==> images/placed.png <==
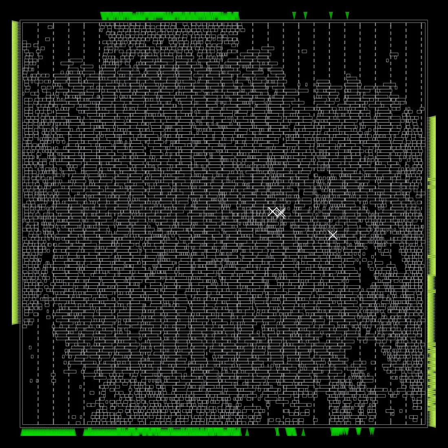
==> images/layers.png <==
Bar = 100 um.
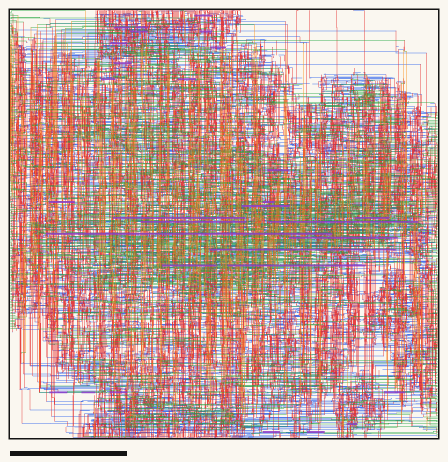
==> images/m3.png <==
Bar = 100 um.
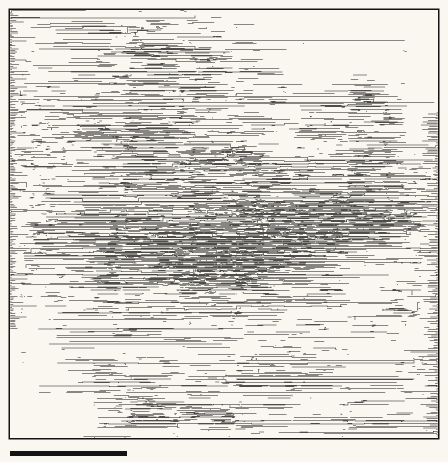
==> images/m4.png <==
Supply wires on this layer in gray. Cells faint in the background.
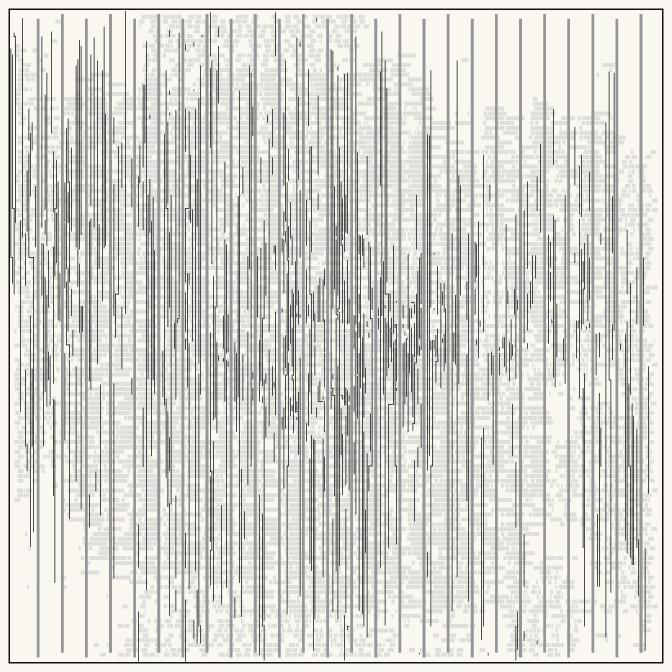
### src/rtl/core_branch_predict.sv
// Next-PC unit: direct-mapped BTB with saturating direction counters.
// Ports: fetch PC/pc4 in, redirect sources in, EX resolution in; next_pc/flush/prediction/stats out.
module core_branch_predict #(
  parameter int XLEN      = 64,
  parameter int ENTRIES   = 16,
  parameter int TAG_BITS  = 8,
  parameter int CTR_BITS  = 2,
  parameter int STAT_BITS = 32
) (
  input  logic                 clock,
  input  logic                 reset_n,
  input  logic                 stall,
  input  logic [XLEN-1:0]      if_pc,
  input  logic [XLEN-1:0]      pc4,
  input  logic                 take_handler,
  input  logic [XLEN-1:0]      handler_addr,
  input  logic [XLEN-1:0]      epc,
  input  logic                 id_eret,
  input  logic                 id_jump,
  input  logic [XLEN-1:0]      id_jump_target,
  input  logic                 id_jr,
  input  logic [XLEN-1:0]      id_jr_target,
  input  logic                 ex_branch,
  input  logic [XLEN-1:0]      ex_pc,
  input  logic                 ex_taken,
  input  logic [XLEN-1:0]      ex_target,
  input  logic                 ex_pred_taken,
  input  logic [XLEN-1:0]      ex_pred_target,
  output logic [XLEN-1:0]      next_pc,
  output logic                 flush,
  output logic                 pred_taken,
  output logic [XLEN-1:0]      pred_target,
  output logic [STAT_BITS-1:0] branch_count,
  output logic [STAT_BITS-1:0] mispredict_count
);

  localparam int IDX = $clog2(ENTRIES);

  localparam logic [CTR_BITS-1:0] CTR_MAX = '1;
  localparam logic [CTR_BITS-1:0] CTR_MIN = '0;
  localparam logic [CTR_BITS-1:0] CTR_WEAK =
    CTR_BITS'(1) << (CTR_BITS - 1);

  logic                vld_q [ENTRIES];
  logic [TAG_BITS-1:0] tag_q [ENTRIES];
  logic [XLEN-1:0]     tgt_q [ENTRIES];
  logic [CTR_BITS-1:0] ctr_q [ENTRIES];

  logic [STAT_BITS-1:0] br_cnt_q;
  logic [STAT_BITS-1:0] mis_cnt_q;

  logic [IDX-1:0]      if_idx;
  logic [TAG_BITS-1:0] if_tag;
  logic                if_hit;

  logic [IDX-1:0]      ex_idx;
  logic [TAG_BITS-1:0] ex_tag;
  logic                ex_hit;
  logic [XLEN-1:0]     ex_pc4;
  logic [XLEN-1:0]     ex_fix_pc;
  logic                mis;
  logic                train;

  logic [CTR_BITS-1:0] ctr_cur;
  logic [CTR_BITS-1:0] ctr_nxt;

  logic [6:0] sel;

  // Only index/tag bits of the PCs feed the BTB.
  logic unused_pc_bits;
  assign unused_pc_bits = ^{if_pc, ex_pc};

  // Fetch-side lookup
  assign if_idx = if_pc[IDX+1:2];
  assign if_tag = if_pc[IDX+2 +: TAG_BITS];
  assign if_hit = vld_q[if_idx] &
                  (tag_q[if_idx] == if_tag);

  assign pred_taken  = if_hit &
                       ctr_q[if_idx][CTR_BITS-1];
  assign pred_target = if_hit ? tgt_q[if_idx] : pc4;

  // EX-side resolution
  assign ex_idx = ex_pc[IDX+1:2];
  assign ex_tag = ex_pc[IDX+2 +: TAG_BITS];
  assign ex_hit = vld_q[ex_idx] &
                  (tag_q[ex_idx] == ex_tag);

  assign ex_pc4    = ex_pc + XLEN'(4);
  assign ex_fix_pc = ex_taken ? ex_target : ex_pc4;

  assign mis = ex_branch &
               ((ex_taken != ex_pred_taken) |
                (ex_taken &
                 (ex_target != ex_pred_target)));

  assign train = ex_branch & ~stall;

  // Saturating counter step
  assign ctr_cur = ctr_q[ex_idx];

  always_comb begin
    ctr_nxt = ctr_cur;
    if (ex_taken) begin
      if (ctr_cur != CTR_MAX)
        ctr_nxt = ctr_cur + CTR_BITS'(1);
    end else begin
      if (ctr_cur != CTR_MIN)
        ctr_nxt = ctr_cur - CTR_BITS'(1);
    end
  end

  // Redirect priority, encoded one-hot
  always_comb begin
    sel = '0;
    if (take_handler)   sel[0] = 1'b1;
    else if (id_eret)   sel[1] = 1'b1;
    else if (mis)       sel[2] = 1'b1;
    else if (id_jump)   sel[3] = 1'b1;
    else if (id_jr)     sel[4] = 1'b1;
    else if (pred_taken) sel[5] = 1'b1;
    else                sel[6] = 1'b1;
  end

  always_comb begin
    next_pc = pc4;
    flush   = 1'b0;
    unique case (1'b1)
      sel[0]: begin
        next_pc = handler_addr;
        flush   = 1'b1;
      end
      sel[1]: begin
        next_pc = epc;
        flush   = 1'b1;
      end
      sel[2]: begin
        next_pc = ex_fix_pc;
        flush   = 1'b1;
      end
      sel[3]: begin
        next_pc = id_jump_target;
        flush   = 1'b1;
      end
      sel[4]: begin
        next_pc = id_jr_target;
        flush   = 1'b1;
      end
      sel[5]: begin
        next_pc = pred_target;
        flush   = 1'b0;
      end
      sel[6]: begin
        next_pc = pc4;
        flush   = 1'b0;
      end
      default: begin
        next_pc = pc4;
        flush   = 1'b0;
      end
    endcase
  end

  // BTB training; a lookup this cycle still sees old contents
  always_ff @(posedge clock) begin
    if (!reset_n) begin
      for (int i = 0; i < ENTRIES; i++) begin
        vld_q[i] <= 1'b0;
        tag_q[i] <= '0;
        tgt_q[i] <= '0;
        ctr_q[i] <= '0;
      end
    end else if (train) begin
      if (ex_hit) begin
        ctr_q[ex_idx] <= ctr_nxt;
        if (ex_taken)
          tgt_q[ex_idx] <= ex_target;
      end else if (ex_taken) begin
        vld_q[ex_idx] <= 1'b1;
        tag_q[ex_idx] <= ex_tag;
        tgt_q[ex_idx] <= ex_target;
        ctr_q[ex_idx] <= CTR_WEAK;
      end
    end
  end

  // Statistics, saturating at all-ones
  always_ff @(posedge clock) begin
    if (!reset_n) begin
      br_cnt_q  <= '0;
      mis_cnt_q <= '0;
    end else if (train) begin
      if (~&br_cnt_q)
        br_cnt_q <= br_cnt_q + STAT_BITS'(1);
      if (mis && ~&mis_cnt_q)
        mis_cnt_q <= mis_cnt_q + STAT_BITS'(1);
    end
  end

  assign branch_count     = br_cnt_q;
  assign mispredict_count = mis_cnt_q;

endmodule
### config.mk
export PLATFORM = sky130hd
export DESIGN_NAME = core_branch_predict
export DESIGN_NICKNAME = d
export VERILOG_FILES = /design/src/rtl/core_branch_predict.sv
export SDC_FILE = /design/constraint.sdc
export NUM_CORES = 2
export LEC_CHECK = 0
export ABC_AREA = 0
export CORE_MARGIN = 2
export CORE_UTILIZATION = 49
export DETAILED_ROUTE_END_ITERATION = 7
export GPL_TIMING_DRIVEN = 0
export HOLD_SLACK_MARGIN = 0.03
export PLACE_DENSITY = 0.72
export SLEW_MARGIN = 0
export SYNTH_ARGS = -nofsm -noshare
export SYNTH_HDL_FRONTEND = slang
export SYNTH_SLANG_ARGS = --single-unit
### constraint.sdc
create_clock -name clock -period 13.7 [get_ports clock]
set_input_delay 2.055 -clock clock [delete_from_list [all_inputs] [get_ports clock]]
set_output_delay 2.055 -clock clock [all_outputs]
set_load 0.01 [all_outputs]
==> job_summary.md <==
## PnR job results

| Metric | Value |
|---|---|
| Top cells, area | `edfxtp_1, mux4_2, and2_1, dfxtp_1, clkbuf_1` |
| TritonCTS clock tree | `built` |
| Final setup viols | `0` |
| Aoi/oai-family share of the synthesized area | `4.82%` |
| RSZ-0062 raised after global routing | `no` |
| Comb. cell area | `25400 um^2` |
| Hold Path Class | `flip-flop to flip-flop` |
| Comb/total area | `roughly a third` |
| Grt ovf | `0` |
| Met2 usage | `61.1%` |
| Final worst slack | `approximately 2.3 ns` |
| Crit start category | `primary input` |
| Worst reg2reg endpoint | `tag_q[13][4]$_SDFFCE_PN0P_` |
| WP data arrival | `9.35 ns` |
| Top cell excl fill/tap | `edfxtp_1` |
| Mapped cell area | `64500 um^2` |
| Min-delay src | `vld_q[3]$_DFF_P_` |
| Failing checks | `DRC, capacitance limit, slew limit` |
| Critical Path End | `next_pc[7]` |
| Vias per inst | `around 6.7` |
| Delay-heaviest family, CP | `AND-OR/OR-AND gates` |
| Sw Share | `25.7%` |
| Worst Path Buf+Inv | `4` |
| Layout Cells excl Fill | `7504` |
| FP Util | `roughly 49%` |
| Final Max Slew Viols | `~70` |
| Fmax | `87.7 MHz` |
| Total power | `~9.4 mW` |
| Pwr top | `sequential cells` |
| Placed cells | `7232` |
| Final wirelength | `296000 um` |
| Clock power frac | `38.8%` |
| Pwr/cell area | `~120 nW/um^2` |
| Yosys Chip Area | `64500 um^2` |
| CTS hold repair buffers | `0` |
| Slowest cell on the critical path | `a221oi_1` |
| Top cell area share | `about 55%` |
| XORs/XNORs by Area | `2.09%` |
| Final Skew | `0.0316 ns` |
| FF/Latch Area | `37200 um^2` |
| WP depth | `12` |
| Met3 routed WL | `51000 um` |
| Post-Syn Instances | `4747` |
| Share of layout cells above drive strength 1 | `15.0%` |
| Share of flip-flops with an asynchronous set or reset | `0%` |
| WHS Path Cells | `2` |
| Maxcap violations | `7` |
| Worst vdd ir | `0.122 mV` |
| Combinational logic power | `between 1 and 1.5 mW` |
| Wirelength per Cell | `39.4 um` |
| Gpl congestion | `1.08` |
| GRT Resource Usage Total | `a little over two fifths` |
| Post-synth EDFFs | `1184` |
| Met1 Usage GRT | `between 50% and 60%` |
| Metal-1 WL | `94500 um` |
| ANT nets after route | `0` |
| Slowest stage delay, CP | `0.97 ns` |
| CTS max path bufs | `3` |
| Dominant comb cell | `multiplexers` |
| Final hold slack | `0.481 ns` |
| Slew HR | `-12.7%` |
| CTS sink cnt | `1264` |
| Met2 WL | `123000 um` |
| Core area | `131000 um^2` |
| DRC errors left | `18` |
| Non-clk buf share | `12.3%` |
| Pre-Repair DR Iteration Count | `8` |
| Dominant register cell | `edfxtp_1` |
| Most frequent cell after synthesis | `edfxtp_1` |
| Register-to-Register Path Depth | `10` |
| # diodes | `33` |
| Avg Cell Area, Syn | `13.6 um^2` |
| First-pass GRT wire length | `393000 um` |
| Number of DRC markers in iteration 0 | `8930` |
| Reg power frac | `between 40% and 50%` |
| Signal buffers | `1208` |
| Placement Cell Area | `74700 um^2` |
| Crit path launch | `ex_target[5]` |
| Crit path cell chain | `clkdlybuf4s50_1 > nor2b_1 > a2111oi_2 > nand4_1 > or4_1 > o21ai_2 > buf_2 > buf_2 > o31ai_1 > a221oi_1 > o221ai_1 > clkdlybuf4s50_1` |
| Final hold vios | `0` |
| Initial antenna violation count | `between 40 and 50` |
| Die Width | `367 um` |
| Crit Path Max Fanout | `11` |
| Top cells excl fill/tap | `edfxtp_1, and2_1, clkdlybuf4s50_1` |
| Worst Max-Slew Pin Slew | `1.68 ns` |
| # clk buffers | `166` |
| Clk power | `3.64 mW` |
| Leading cell types by count after synthesis | `edfxtp_1, and2_1, mux4_2, clkbuf_1, nor2_1` |
| Setup bufs post-CTS | `0` |
| GR Util met3 | `roughly 22%` |
| HPWL Detailed | `between 200000 and 250000 um` |
| Post-synthesis simple-gate area fraction | `15.5%` |
| R2r setup slk | `9.52 ns` |
| Minimum clock period | `11.41 ns` |
| Reg clk slew, reported paths | `0.07 ns` |
| Via count | `50500` |
| Clk tree area frac | `5.40%` |
| Biggest Area Class | `sequential cells` |
| Psw | `around 2.4 mW` |
| Status | `finished with violations` |
| Ys Warns | `0` |
| Tool warnings | `82` |
| Cts bufs inserted | `134` |
| CTS Root Cell | `clkbuf_16` |
| Max reg flops | `1024` |
-- placed.png (at the start) --
flip-flops: 1264
fraction of area in registers: 47.0%
Fill cells: 10200
Tap Count: 1755

-- layers.png (at the start) --
Blue is M1, wire length 94.5 mm. Red is M2, wire length 123 mm. Purple is M5, wire length 1310 um. Green is M3, wire length 51.0 mm. Orange is M4, wire length 26.1 mm.

-- m3.png (at the start) --
The longest straight run is 328 um. The layer carries 51.0 mm of wire. 1487 nets have wire on it. The layer holds 17% of the routed length. The wires run mostly horizontal.

-- m4.png (at the start) --
The wires run mostly vertical. The longest straight run is 309 um. The layer carries 26.1 mm of wire.

No activity file was given, so power comes from the tool's default toggle rates.
